**src/rtl/lcd_stream_pkg.sv**
```systemverilog
// lcd_stream_pkg
// Shared types and constants for the 8080-style LCD streaming controller.
//   lcd_state_t  : controller FSM states
//   wr_phase_t   : byte-write strobe phases
//   MEMWR_CMD_DEFAULT : memory-write command that opens each frame
//   RGB_*_W      : RGB565 field widths used to build test-pattern pixels
package lcd_stream_pkg;

  typedef enum logic [2:0] {
    INIT_IDLE,
    INIT_WRITE,
    INIT_RELEASE,
    FRAME_WAIT,
    FRAME_CMD,
    PIXELS
  } lcd_state_t;

  typedef enum logic [1:0] {
    WR_IDLE,
    WR_LOW,
    WR_HIGH
  } wr_phase_t;

  localparam logic [7:0] MEMWR_CMD_DEFAULT = 8'h2C;

  localparam int RGB_R_W  = 5;
  localparam int RGB_G_W  = 6;
  localparam int RGB_B_W  = 5;
  localparam int RGB565_W = RGB_R_W + RGB_G_W + RGB_B_W;

endpackage

```
**src/rtl/lcd_bus_writer.sv**
```systemverilog
// lcd_bus_writer
// One 8080-style byte write: rs/data are registered together with the falling
// edge of the strobe, wr stays low WR_LOW_CYC cycles, then high WR_HIGH_CYC
// cycles. rs/data hold their value until the next accepted write.
// Ports:
//   fancy_clk, rst        : clock, async active-high reset
//   start, rs_next,
//   data_next             : request a write (accepted only when busy=0)
//   busy                  : a write is in progress and cannot accept start
//   done                  : last cycle of the high phase (write completes)
//   lcd_wr, lcd_rs,
//   lcd_data              : LCD bus pins
module lcd_bus_writer
  import lcd_stream_pkg::*;
#(
  parameter int WR_LOW_CYC  = 2,
  parameter int WR_HIGH_CYC = 2
) (
  input  logic       fancy_clk,
  input  logic       rst,
  input  logic       start,
  input  logic       rs_next,
  input  logic [7:0] data_next,
  output logic       busy,
  output logic       done,
  output logic       lcd_wr,
  output logic       lcd_rs,
  output logic [7:0] lcd_data
);

  localparam int MAXC = (WR_LOW_CYC > WR_HIGH_CYC) ? WR_LOW_CYC : WR_HIGH_CYC;
  localparam int CW   = (MAXC > 1) ? $clog2(MAXC) : 1;

  wr_phase_t       phase;
  logic [CW-1:0]   cnt;

  assign done = (phase == WR_HIGH) && (cnt == '0);
  // The final high cycle can already accept the next byte, giving
  // back-to-back writes with no idle gap.
  assign busy = (phase != WR_IDLE) && !done;

  always_ff @(posedge fancy_clk or posedge rst) begin
    if (rst) begin
      phase    <= WR_IDLE;
      cnt      <= '0;
      lcd_wr   <= 1'b1;
      lcd_rs   <= 1'b0;
      lcd_data <= 8'h00;
    end else if (start && !busy) begin
      phase    <= WR_LOW;
      cnt      <= CW'(WR_LOW_CYC - 1);
      lcd_wr   <= 1'b0;
      lcd_rs   <= rs_next;
      lcd_data <= data_next;
    end else begin
      case (phase)
        WR_LOW: begin
          if (cnt == '0) begin
            phase  <= WR_HIGH;
            cnt    <= CW'(WR_HIGH_CYC - 1);
            lcd_wr <= 1'b1;
          end else begin
            cnt <= cnt - 1'b1;
          end
        end
        WR_HIGH: begin
          if (cnt == '0) phase <= WR_IDLE;
          else           cnt   <= cnt - 1'b1;
        end
        default: phase <= WR_IDLE;
      endcase
    end
  end

endmodule

```
**src/rtl/lcd_stream_ctrl.sv**
```systemverilog
// lcd_stream_ctrl
// Replays an init sequence received over a 4-phase handshake, then streams an
// RGB565 test pattern to an 8080-style LCD, one MEMWR command per frame.
// Optional build macro LCD_FMARK_SYNC_EN: when defined, each frame waits for a
// rising edge of the synchronized LCD frame mark; otherwise frames run
// back-to-back and i_lcd_fmark is unused.
// Ports:
//   i_clk, i_reset        : clock, async active-high reset
//   i_lcd_fmark           : LCD tearing/frame mark (async)
//   o_lcd_wr/rs/data      : LCD bus
//   i_init_rom            : init word {rs, byte}
//   i_init_rdy, i_init_done (async), o_init_ack : init handshake
//
// state        | meaning
// INIT_IDLE    | waiting for an init word or end-of-init
// INIT_WRITE   | init byte on the bus, ack high
// INIT_RELEASE | ack high until producer drops rdy
// FRAME_WAIT   | waiting for frame trigger
// FRAME_CMD    | issuing MEMWR_CMD (rs=0)
// PIXELS       | streaming pixel bytes, high byte first
module lcd_stream_ctrl
  import lcd_stream_pkg::*;
#(
  parameter int         WR_LOW_CYC  = 2,
  parameter int         WR_HIGH_CYC = 2,
  parameter int         H_RES       = 320,
  parameter int         V_RES       = 240,
  parameter logic [7:0] MEMWR_CMD   = MEMWR_CMD_DEFAULT
) (
  input  logic       i_clk,
  input  logic       i_reset,
  input  logic       i_lcd_fmark,
  output logic       o_lcd_wr,
  output logic       o_lcd_rs,
  output logic [7:0] o_lcd_data,
  input  logic [8:0] i_init_rom,
  input  logic       i_init_rdy,
  input  logic       i_init_done,
  output logic       o_init_ack
);

  localparam int XW = (H_RES > 1) ? $clog2(H_RES) : 1;
  localparam int YW = (V_RES > 1) ? $clog2(V_RES) : 1;

  lcd_state_t            state;
  logic [1:0]            rdy_sync, done_sync;
  logic                  rdy_s, done_s;
  logic [XW-1:0]         x_cnt;
  logic [YW-1:0]         y_cnt;
  logic [7:0]            frame_cnt;
  logic                  byte_hi;
  logic [RGB565_W-1:0]   pixel;
  logic                  frame_trig;

  logic                  wr_start, wr_rs, wr_busy, wr_done;
  logic [7:0]            wr_data;

  assign rdy_s  = rdy_sync[1];
  assign done_s = done_sync[1];

  always_ff @(posedge i_clk or posedge i_reset) begin
    if (i_reset) begin
      rdy_sync  <= 2'b00;
      done_sync <= 2'b00;
    end else begin
      rdy_sync  <= {rdy_sync[0], i_init_rdy};
      done_sync <= {done_sync[0], i_init_done};
    end
  end

`ifdef LCD_FMARK_SYNC_EN
  logic [1:0] fmark_sync;
  logic       fmark_prev;

  always_ff @(posedge i_clk or posedge i_reset) begin
    if (i_reset) begin
      fmark_sync <= 2'b00;
      fmark_prev <= 1'b0;
    end else begin
      fmark_sync <= {fmark_sync[0], i_lcd_fmark};
      fmark_prev <= fmark_sync[1];
    end
  end

  // Edge history runs continuously, so an edge seen mid-frame is consumed
  // and never queued for the next FRAME_WAIT.
  assign frame_trig = fmark_sync[1] && !fmark_prev;
`else
  logic unused_fmark;
  assign unused_fmark = i_lcd_fmark;
  assign frame_trig   = 1'b1;
`endif

  assign pixel = {RGB_R_W'(x_cnt >> 3), RGB_G_W'(y_cnt >> 2), RGB_B_W'(frame_cnt)};

  // Write requests are decoded from state so rs/data, the strobe and the
  // init ack all change on the same clock edge.
  always_comb begin
    wr_start = 1'b0;
    wr_rs    = 1'b0;
    wr_data  = 8'h00;
    case (state)
      INIT_IDLE: begin
        if (!done_s && rdy_s && !o_init_ack) begin
          wr_start = 1'b1;
          wr_rs    = i_init_rom[8];
          wr_data  = i_init_rom[7:0];
        end
      end
      FRAME_CMD: begin
        wr_start = !wr_busy;
        wr_data  = MEMWR_CMD;
      end
      PIXELS: begin
        wr_start = !wr_busy;
        wr_rs    = 1'b1;
        wr_data  = byte_hi ? pixel[15:8] : pixel[7:0];
      end
      default: ;
    endcase
  end

  always_ff @(posedge i_clk or posedge i_reset) begin
    if (i_reset) begin
      state      <= INIT_IDLE;
      o_init_ack <= 1'b0;
      x_cnt      <= '0;
      y_cnt      <= '0;
      frame_cnt  <= 8'h00;
      byte_hi    <= 1'b1;
    end else begin
      case (state)
        INIT_IDLE: begin
          if (done_s) begin
            state <= FRAME_WAIT;
          end else if (rdy_s && !o_init_ack) begin
            o_init_ack <= 1'b1;
            state      <= INIT_WRITE;
          end
        end
        INIT_WRITE: begin
          if (wr_done) state <= INIT_RELEASE;
        end
        INIT_RELEASE: begin
          if (!rdy_s) begin
            o_init_ack <= 1'b0;
            state      <= INIT_IDLE;
          end
        end
        FRAME_WAIT: begin
          if (frame_trig) state <= FRAME_CMD;
        end
        FRAME_CMD: begin
          if (wr_start) begin
            byte_hi <= 1'b1;
            state   <= PIXELS;
          end
        end
        PIXELS: begin
          if (wr_start) begin
            if (byte_hi) begin
              byte_hi <= 1'b0;
            end else begin
              byte_hi <= 1'b1;
              if (x_cnt == XW'(H_RES - 1)) begin
                x_cnt <= '0;
                if (y_cnt == YW'(V_RES - 1)) begin
                  y_cnt     <= '0;
                  frame_cnt <= frame_cnt + 8'd1;
                  state     <= FRAME_WAIT;
                end else begin
                  y_cnt <= y_cnt + 1'b1;
                end
              end else begin
                x_cnt <= x_cnt + 1'b1;
              end
            end
          end
        end
        default: state <= INIT_IDLE;
      endcase
    end
  end

  lcd_bus_writer #(
    .WR_LOW_CYC (WR_LOW_CYC),
    .WR_HIGH_CYC(WR_HIGH_CYC)
  ) u_bus_writer (
    .fancy_clk(i_clk),
    .rst      (i_reset),
    .start    (wr_start),
    .rs_next  (wr_rs),
    .data_next(wr_data),
    .busy     (wr_busy),
    .done     (wr_done),
    .lcd_wr   (o_lcd_wr),
    .lcd_rs   (o_lcd_rs),
    .lcd_data (o_lcd_data)
  );

endmodule

```
**config.mk**
```make
export PLATFORM = sky130hd
export DESIGN_NAME = lcd_stream_ctrl
export DESIGN_NICKNAME = d
export VERILOG_FILES = /design/src/rtl/lcd_stream_pkg.sv /design/src/rtl/lcd_bus_writer.sv /design/src/rtl/lcd_stream_ctrl.sv
export SDC_FILE = /design/constraint.sdc
export NUM_CORES = 1
export LEC_CHECK = 0
export ABC_AREA = 1
export CORE_MARGIN = 5
export CORE_UTILIZATION = 55
export DETAILED_ROUTE_END_ITERATION = 8
export GPL_ROUTABILITY_DRIVEN = 0
export PLACE_DENSITY_LB_ADDON = 0.15
export SYNTH_ARGS = -nofsm -noshare
export SYNTH_HDL_FRONTEND = slang
export SYNTH_SLANG_ARGS = --single-unit
```
**constraint.sdc**
```tcl
create_clock -name i_clk -period 3.33 [get_ports i_clk]
set_input_delay 0.666 -clock i_clk [delete_from_list [all_inputs] [get_ports i_clk]]
set_output_delay 0.666 -clock i_clk [all_outputs]
set_load 0.02 [all_outputs]
```
==> impl_metrics.yaml, run 1 <==
# synthesis and place-and-route metrics
run_status:
  status: "completed"
power:
  power-top-group: "registers"
  clkPwrFrac: 0.245
  leakagePower_nw: 1.48
  seq_power_share: 0.405
  max-vdd-ir-drop_v: 0.000315
  swShare: 0.365
  power.switching_mw: 0.655
setup_path:
  crit_fanout: 2
  cpMaxStageDelayCell: "clkdlybuf4s50_1"
  worstPathArrival_ns: 1.42
  endpoint_kind: "primary output"
  crit_path_start_kind: "flop"
  cp_num_buf_inv: 1
  crit_type: "reg -> out"
  path_delay_family: "buffers and inverters"
cts:
  path_clk_slew_ns: 0.08
  clock_path_buffers: 2
  cts_tree: "done"
  insertion_delay_ns: 0.29
  cts_buffers: 5
  htreeDepth: 2
  hold_buffers: 0
  cts_sinks: 44
  cts_resized: 0
floorplan:
  io_pins: 25
  die_area_sq_um: 6010
  fp-utilization: 0.572
  num_rows: 24
timing:
  whs_ns: 0.358
  slew_headroom: 0.656
  report.final.slew_viol_count: 0
  period_minus_slack_ns: 2.08
  hold_viol: 0
  postLayoutSetupSlackWorst_ns: 1.25
  tightest_slew_ns: 0.513
  fin_crit_sh: 0.626
  setup_tns_ns: 0
  rsz0062_at_grt: "no"
  fin_skew_ns: 0.00772
global_routing:
  grt_pass1_wl_microns: 9140
  grt_pass1_vias: 1964
  grt_overflow: 0
  grt_max_degree: 31
place:
  place_ws_ns: 1.55
  dpl.hpwl_microns: 3760
  dp_cells: 400
  placed_area_sq_um: 2780
  io_buffers: 23
routing:
  via_per_inst: 5.24
  remaining_drc_errors: 0
  ant_nets: 0
  dr.pass1.iters: 4
synthesis:
  yosysWarningCount: 0
  synth.cellmix.simpleShare: 0.371
  synth_cell_types: 34
  synth_area_sq_um: 2510
  ys_ff: 44
  ys_cells: 328
  ys_seq_frac: 0.440
  synth_nets: 345
  ys_sh_aoi: 0.0683
  mux_area_frac: 0
  synth-adder-area-share: 0.0150
  synth_cells: 328
layout:
  final_nets: 372
  stdcell_area_sq_um: 2910
  drive_gt1_frac: 0.101
  diodes: 0
worst_hold_path:
  hold_path.class: "reg -> reg"
flow_run:
  tool_warnings: 27
  drv_cap: 0
[run 1: worst paths after layout]
check	startpoint	endpoint	slack (ns)	cells after the start
max	u_bus_writer.lcd_wr	o_lcd_wr	1.25	1
min	rdy_sync[0]	rdy_sync[1]	0.36	0
max reg2reg	y_cnt[0]	state[2]	1.63	10
min reg2reg	rdy_sync[0]	rdy_sync[1]	0.36	0
max in group asynchronous	i_reset	u_bus_writer.lcd_wr	1.92	3
min in group asynchronous	i_reset	frame_cnt[1]	0.67	2
[run 1: layout make-up]
class | count | area (sq um)
Inverter | 39 | 150
Tap cell | 52 | 65.1
Clock inverter | 1 | 30.0
Timing Repair Buffer | 24 | 238
Sequential cell | 44 | 1100
Fill cell | 404 | 1470
Multi-Input combinational cell | 241 | 1230
Clock buffer | 7 | 96.3
[run 1: state kept, by name, indices dropped and copies added (netlist names)]
register and count:
byte_hi 1, done_sync 2, frame_cnt 5, o_init_ack 1, rdy_sync 2, state 3
u_bus_writer.cnt 1, u_bus_writer.lcd_data 8, u_bus_writer.lcd_rs 1, u_bus_writer.lcd_wr 1, u_bus_writer.phase 2, x_cnt 9
y_cnt 8
[run 1: synth_stat cells, drive strengths merged]
cell type	instances	area, sq um
nor3	4	20.0
inv	36	138
nor2	22	136
or2	2	12.5
ha	3	37.5
a21oi	5	25.0
nor3b	1	7.51
a32oi	1	8.76
nand3	31	155
buf	4	27.5
o211ai	7	52.6
nand4	4	31.3
dfrtp	42	1050
nand2	132	553
xor2	8	70.1
clkinv	3	12.5
o21ai	17	85.1
dfstp	2	52.6
nand3b	2	15.0
xnor2	2	17.5
[run 1: routing by layer]
| metal | track usage | wire (microns) |
|---|---|---|
| met4 | 0.0481 | 65 |
| met3 | 0.0417 | 214 |
| met2 | 0.279 | 2240 |
| met5 | 0 | 0 |
| met1 | 0.265 | 2530 |
Fig. 1: run 1, routing congestion map
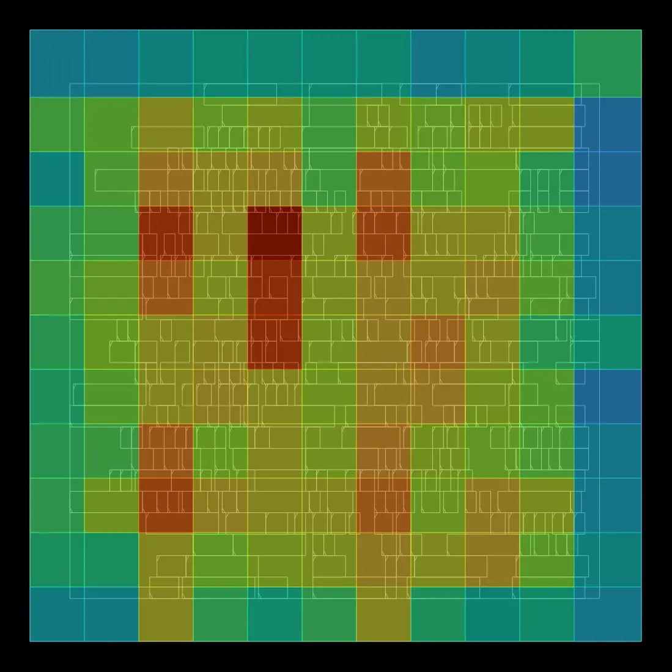
final core occ: 0.664
GR Util met1: 0.265
Routed WL per cell: 12.4 microns
Total GRT Usage: 0.183

Fig. 2: run 1, the metal 2 layer
Cells faint in the background.
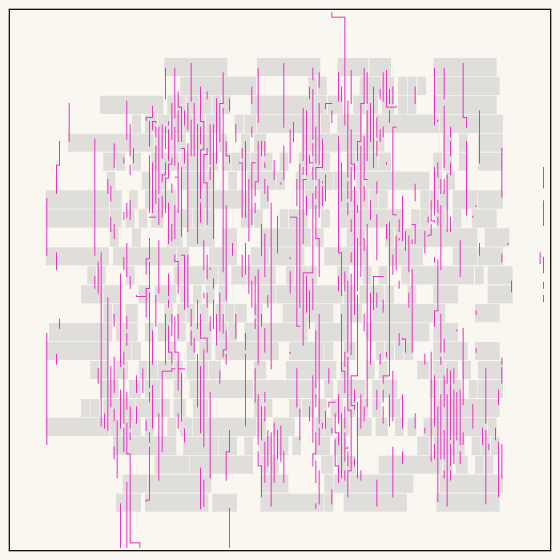
share of all routed wire	44%
main direction	vertical
longest straight run	26.2 microns

Fig. 3: run 1, signal wires on met1
Scale bar: 20 microns. Supply wires on this layer in gray.
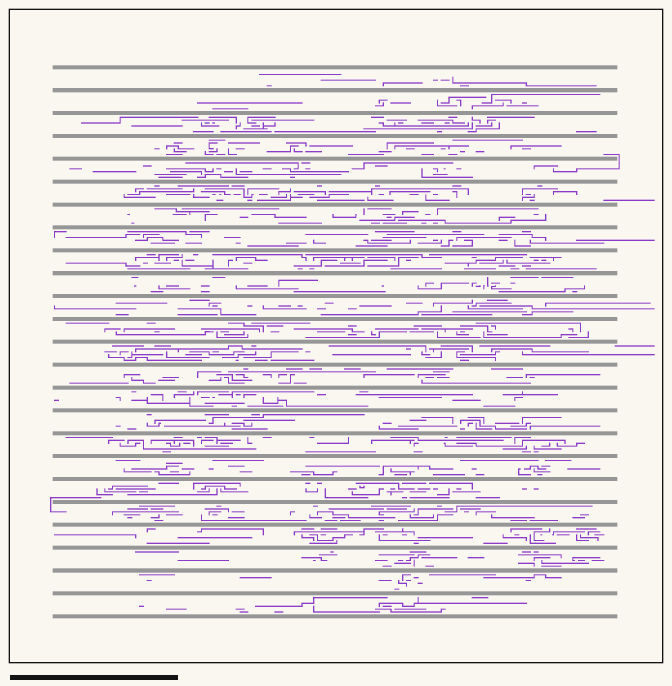
main direction	horizontal
share of all routed wire	50%
nets with wire on the layer	344
wire length on this layer	2530 microns
longest straight run	17.5 microns
total number of vias: 2136
Routed Wire Length: 5050 microns

Fig. 4: run 1, M3 wires
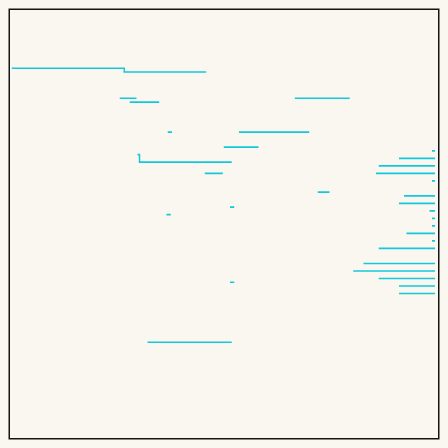
main direction	horizontal
share of all routed wire	4.2%
longest straight run	20.2 microns
wire length on this layer	214 microns
M3 GR Usage: 0.0417

--- run 2 (diff from run 1) ---
--- a/config.mk
+++ b/config.mk
@@ -7,7 +7,7 @@
 export LEC_CHECK = 0
 export ABC_AREA = 1
 export CORE_MARGIN = 5
-export CORE_UTILIZATION = 55
+export CORE_UTILIZATION = 51
 export DETAILED_ROUTE_END_ITERATION = 8
 export GPL_ROUTABILITY_DRIVEN = 0
 export PLACE_DENSITY_LB_ADDON = 0.15
==> constraint.sdc (replaced) <==
create_clock -name i_clk -period 1.85 [get_ports i_clk]
set_input_delay 0.37 -clock i_clk [delete_from_list [all_inputs] [get_ports i_clk]]
set_output_delay 0.37 -clock i_clk [all_outputs]
set_load 0.02 [all_outputs]
Fig. 5: run 2, cell classes on the final placement
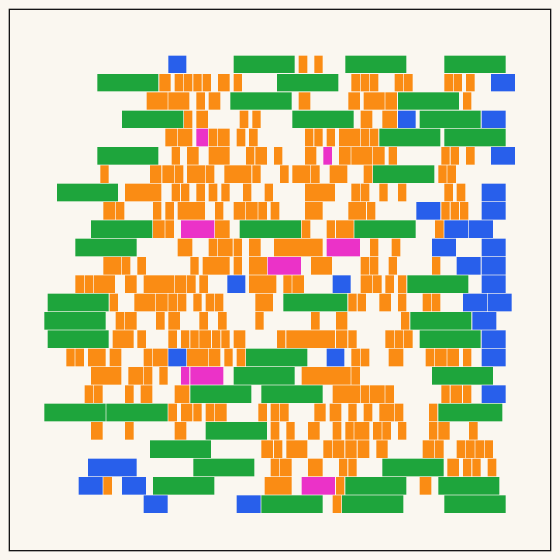
color	class	cells
magenta	clock drivers and dummy loads	8
orange	all other logic	280
green	flops	44
blue	other buffers and delay cells	30
Seq area share: 0.374
Rows: 25
final core occ: 0.620
final instance area: 2950 sq um
Core Box Area: 4750 sq um

==> run 2 against run 1 <==
Wire length is 0.77% higher. Sequential share of layout area is 0.48 points lower. Synthesized cell count stayed put. Clock-buffer cell count stayed put. Die size is 6.8% higher. Cell count is 5.1% higher. Combinational power is 92% higher. Area after synthesis stayed put. Sequential power is 76% higher. Critical path type unchanged.
==> impl_metrics.yaml, run 2 <==
# synthesis and place-and-route metrics
run_status:
  status: "completed"
synthesis:
  yosysWarningCount: 0
  synth_cells: 328
  ys_cells: 328
  ff_type: "dfrtp_1"
  yosysTopAreaCell: "dfrtp_1"
  ys_seq_frac: 0.440
  area_leaders: "dfrtp_1 42%, nand2_1 19%, nand3_1 6.2%"
  avgSynthCellArea_sq_um: 7.65
  synth_top_cell_by_count: "nand2_1"
  postSynth.asyncResetShare: 1.00
  ys_ff: 44
  synth_cell_types: 34
  synth_area_sq_um: 2510
  synth-edff-count: 0
  top_area_frac: 0.419
  synth_nets: 345
  ys_chip_area_sq_um: 2510
  synthTopCellsByCount: "124 x nand2_1, 42 x dfrtp_1, 31 x inv_1, 31 x nand3_1, 14 x nor2_1"
cts:
  clock_path_buffers: 2
  cts_buffers: 5
  htreeDepth: 2
  cts_tree: "done"
  insertion_delay_ns: 0.29
  cts_sinks: 44
  path_clk_slew_ns: 0.08
  root_buffer: "clkbuf_8"
timing:
  hold_viol: 0
  fmaxAchievable_ghz: 0.560
  slew_headroom: 0.768
  tightest_slew_ns: 0.347
  finalSetupViolations: 0
  fin_skew_ns: 0.00600
  fin_crit_sh: 0.965
  period_minus_slack_ns: 1.79
  report.final.slew_viol_count: 0
setup_path:
  max_stage_delay_ns: 0.60
  cp_num_buf_inv: 1
  crit_path_start_kind: "flop"
  path_delay_family: "buffers and inverters"
  crit_required_ns: 1.48
  r2r_setup_slack_ns: 0.18
  worstPathArrival_ns: 1.42
  endpoint_kind: "primary output"
  cpMaxStageDelayCell: "clkdlybuf4s50_1"
  path_cells: "clkdlybuf4s50_1"
  crit_type: "reg -> out"
  crit_fanout: 2
layout:
  synthToLayoutAreaGrowth_pct: 17.5
  drive_gt1_frac: 0.116
  top_regs: "x_cnt: 9 flops, u_bus_writer.lcd_data: 8 flops, y_cnt: 8 flops"
  largest_reg_flops: 9
  regMostFlops: "x_cnt"
  final_nets: 378
  diodes: 0
  lay_top_count: "nand2_1"
  lay_top_cells: "124 x nand2_1, 42 x dfrtp_1, 31 x nand3_1, 30 x inv_1, 23 x clkdlybuf4s50_1"
  fillers: 484
global_routing:
  grt_max_degree: 45
  antenna_found_initial: 0
  grt_overflow: 0
  grt_pass1_wl_microns: 9190
  grtUsageTotal: 0.182
  grt_pass1_vias: 2059
power:
  clkPwrFrac: 0.186
  power.total_mw: 3.05
  p_seq_mw: 1.28
  intPower_mw: 1.88
  power-top-group: "registers"
  swShare: 0.385
  pwr-share-comb: 0.394
  p_clk_mw: 0.568
  max-vdd-ir-drop_v: 0.000565
  seq_power_share: 0.420
  power.switching_mw: 1.17
  leakagePower_nw: 1.49
  cellPowerDensity_nw_per_um2: 1040
  powerComb_mw: 1.20
routing:
  routedWlPerCell_microns: 11.9
  remaining_drc_errors: 0
  ant_nets: 0
  via_per_inst: 4.92
  wirelength_microns: 5090
  num_vias: 2109
  dr.first_iter.drc_count: 84
  dr.pass1.iters: 4
place:
  dpl.hpwl_microns: 3810
  placed_area_sq_um: 2850
  io_buffers: 23
worst_hold_path:
  hold_path.class: "reg -> reg"
floorplan:
  die_y_microns: 80.1
  die_area_sq_um: 6420
  fp-utilization: 0.528
  io_pins: 25
  die_w_microns: 80.1
flow_run:
  tool_warnings: 27
  drv_cap: 0
-- run 2: layer usage --
metal	part of all wire	wire length (microns)	GRT usage	vias to the layer above
met5	0	0	0	-
met3	0.052	265	0.0415	5
met2	0.45	2280	0.305	35
met1	0.49	2490	0.237	965
li1	-	-	-	1104
met4	0.011	57	0.0456	0
-- run 2: path summary, 6_finish.rpt --
path                            cells after the start                 from                  end
worst max register to register                     10             y_cnt[0]         frame_cnt[3]
max in group asynchronous                           3              i_reset  u_bus_writer.lcd_wr
min in group asynchronous                           3              i_reset           o_init_ack
worst min-delay path                                0          rdy_sync[0]          rdy_sync[1]
worst max-delay path                                1  u_bus_writer.lcd_wr             o_lcd_wr
worst min register to register                      0          rdy_sync[0]          rdy_sync[1]
-- run 2: cell families (layout without fill, tap and decap cells) --
group	count (synthesis)	after routing	share of synthesized area
compound gates	30	30	0.0683
xor+xnor	10	10	0.0349
fa+ha+maj	3	3	0.0150
buf+inv	43	77	0.0708
flops	44	44	0.440
simple gates	198	198	0.371
-- run 2: area by class of cell --
type	count	area (sq um)	share of cell area
clock inverters	1	5.00	0.00170
flip-flops and latches	44	1100	0.374
repair buffers	30	295	0.100
multi-input cells	241	1230	0.419
well taps	67	83.8	0.0284
clock buffers	7	76.3	0.0259
inverters	39	150	0.0509
-- run 2: stage by stage --
stage          utilization  std cells  hold slack, ns  setup WS [ns]   TNS, ns
2_1_floorplan            -        328           0.331          0.402         0
3_3_place_gp         0.600        420           0.334          0.198         0
3_5_place_dp         0.600        420           0.337          0.168         0
4_1_cts              0.617        428           0.355         0.0428         0
5_1_grt              0.620        429           0.366       -0.00909  -0.00920
6_report             0.620        429           0.352         0.0647         0
-- run 2: repair_timing --
item	CTS	global route
resized	0	2
buffers inserted	0	1
endpoints found under the setup margin	0	2
hold buffers	0	0
--- run 3 (diff from run 2) ---
==> constraint.sdc (replaced) <==
create_clock -name i_clk -period 1.85 [get_ports i_clk]
set_input_delay 0.37 -clock i_clk [delete_from_list [all_inputs] [get_ports i_clk]]
set_output_delay 0.37 -clock i_clk [all_outputs]
set_load 0.1 [all_outputs]
Fig. 6: run 3, the metal 2 layer
Cells faint in the background.
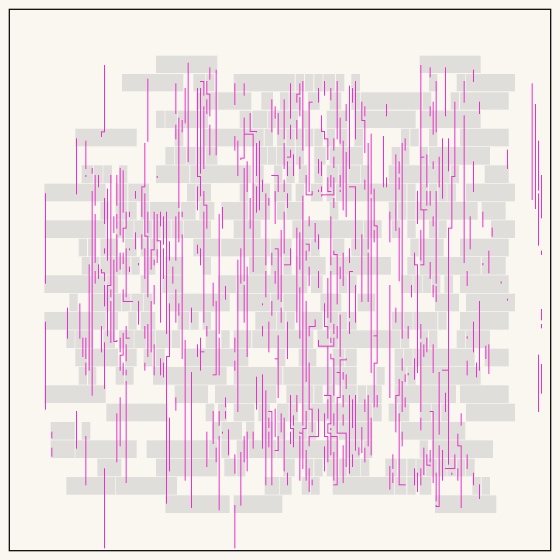
longest straight run	35.0 microns
share of all routed wire	46%
nets with wire on the layer	271
main direction	vertical
wire length on this layer	2320 microns

==> run 3 against run 2 <==
Area after synthesis unchanged. Clock power up 7.7%. Worst setup slack better by 0.12 ns. Largest cell class unchanged. Non-clock buffer count down 3. Worst hold slack worse by 0.00061 ns. Design area up 3.3%. Critical endpoint is now u_bus_writer.lcd_data[7]. Register-to-register slack about the same. Die size unchanged. Sequential power up 4%. Fmax up 7.2%.
==> impl_metrics.yaml, run 3 <==
# synthesis and place-and-route metrics
synthesis:
  avgSynthCellArea_sq_um: 7.65
  ys_ff: 44
  synth_cells: 328
  top_area_frac: 0.419
  ys_chip_area_sq_um: 2510
  synth_top_cell_by_count: "nand2_1"
  ys_top_logic_family: "simple AND/OR/NAND/NOR gates"
  ys_seq_frac: 0.440
  postSynth.asyncResetShare: 1.00
  synth-adder-area-share: 0.0150
  synth-edff-count: 0
  ff_type: "dfrtp_1"
  area_leaders: "dfrtp_1 42%, nand2_1 19%, nand3_1 6.2%"
  synth_cell_types: 34
setup_path:
  cpMaxStageDelayCell: "dfrtp_1"
  crit_required_ns: 2.09
  crit_fanout: 13
  max_stage_delay_ns: 0.43
  crit_path_start_kind: "flop"
  cp_num_buf_inv: 2
  crit_type: "reg -> reg"
place:
  io_buffers: 23
  dp_cells: 418
  placed_area_sq_um: 2950
  place_ws_ns: 0.146
layout:
  fin_cells: 426
  synthToLayoutAreaGrowth_pct: 21.4
  final_nets: 375
  lay_top_count: "nand2_1"
  stdcell_area_sq_um: 3050
  drive_gt1_frac: 0.142
  largest_reg_flops: 9
cts:
  hold_buffers: 0
  post_cts_buffers: 0
  cts_tree: "done"
  cts_resized: 0
  cts_sinks: 44
  clock_path_buffers: 2
  htreeDepth: 2
  insertion_delay_ns: 0.29
  path_clk_slew_ns: 0.08
routing:
  dr.first_iter.drc_count: 134
  num_vias: 2094
  ant_nets: 0
  routedWlPerCell_microns: 11.9
  remaining_drc_errors: 0
power:
  cellPowerDensity_nw_per_um2: 1290
  max-vdd-ir-drop_v: 0.000703
timing:
  whs_ns: 0.351
  fin_crit_sh: 0.900
  postLayoutSetupSlackWorst_ns: 0.184
  fin_skew_ns: 0.00499
  report.final.slew_viol_count: 0
  finalSetupViolations: 0
  rsz0062_at_grt: "no"
flow_run:
  drv_cap: 0
  tool_warnings: 27
global_routing:
  grtUsageTotal: 0.179
  gr-usage-met1: 0.234
  grt_overflow: 0
  antenna_found_initial: 0
  top_usage_layer: "met2"
  grt_pass1_vias: 2021
floorplan:
  core_sq_um: 4750
  die_y_microns: 80.1
  fp-utilization: 0.528
  die_w_microns: 80.1
  die_area_sq_um: 6420
run_status:
  status: "completed"
-- run 3: area by class of cell --
type / instances / area, sq um
clock buffers: 8 / 90.1
fillers: 411 / 1710
inverters: 39 / 150
multi-input cells: 241 / 1230
flip-flops and latches: 44 / 1100
well taps: 67 / 83.8
repair buffers: 27 / 383
-- run 3: kinds of logic after synthesis --
family,Yosys count
flip-flops,44
AND/OR/NAND/NOR,198
adder cells (fa/ha/maj),3
XOR/XNOR,10
AND-OR/OR-AND,30
buffers and inverters,43
-- run 3: per-stage QoR --
stage | power [mW] | utilization
global route | 4.16 | 0.641
global placement | 3.31 | 0.620
finish | 3.93 | 0.641
CTS | 3.96 | 0.639
floorplan | 2.68 | -
detailed placement | 3.34 | 0.620
-- run 3: power breakdown --
part	total (mW)	internal, mW	switching (mW)
clock	0.612	0.305	0.307
combinational	1.99	0.653	1.33
sequential	1.33	1.16	0.177
total	3.93	2.11	1.82
-- run 3: path summary, 6_finish.rpt --
kind,from,endpoint,slack (ns),depth (start not counted)
max,state[0],u_bus_writer.lcd_data[7],0.18,9
min,rdy_sync[0],rdy_sync[1],0.35,0
max reg2reg,state[0],u_bus_writer.lcd_data[7],0.18,9
min reg2reg,rdy_sync[0],rdy_sync[1],0.35,0
max in group asynchronous,i_reset,u_bus_writer.lcd_wr,1.17,3
min in group asynchronous,i_reset,x_cnt[2],0.42,3
-- run 3: per-layer routing --
| layer | up-vias | wire (microns) | part of all wire |
|---|---|---|---|
| met4 | 0 | 65 | 0.013 |
| met3 | 5 | 252 | 0.050 |
| met1 | 941 | 2430 | 0.48 |
| met5 | - | 0 | 0 |
| li1 | 1100 | - | - |
| met2 | 48 | 2320 | 0.46 |
Power and IR drop assume default switching activity.
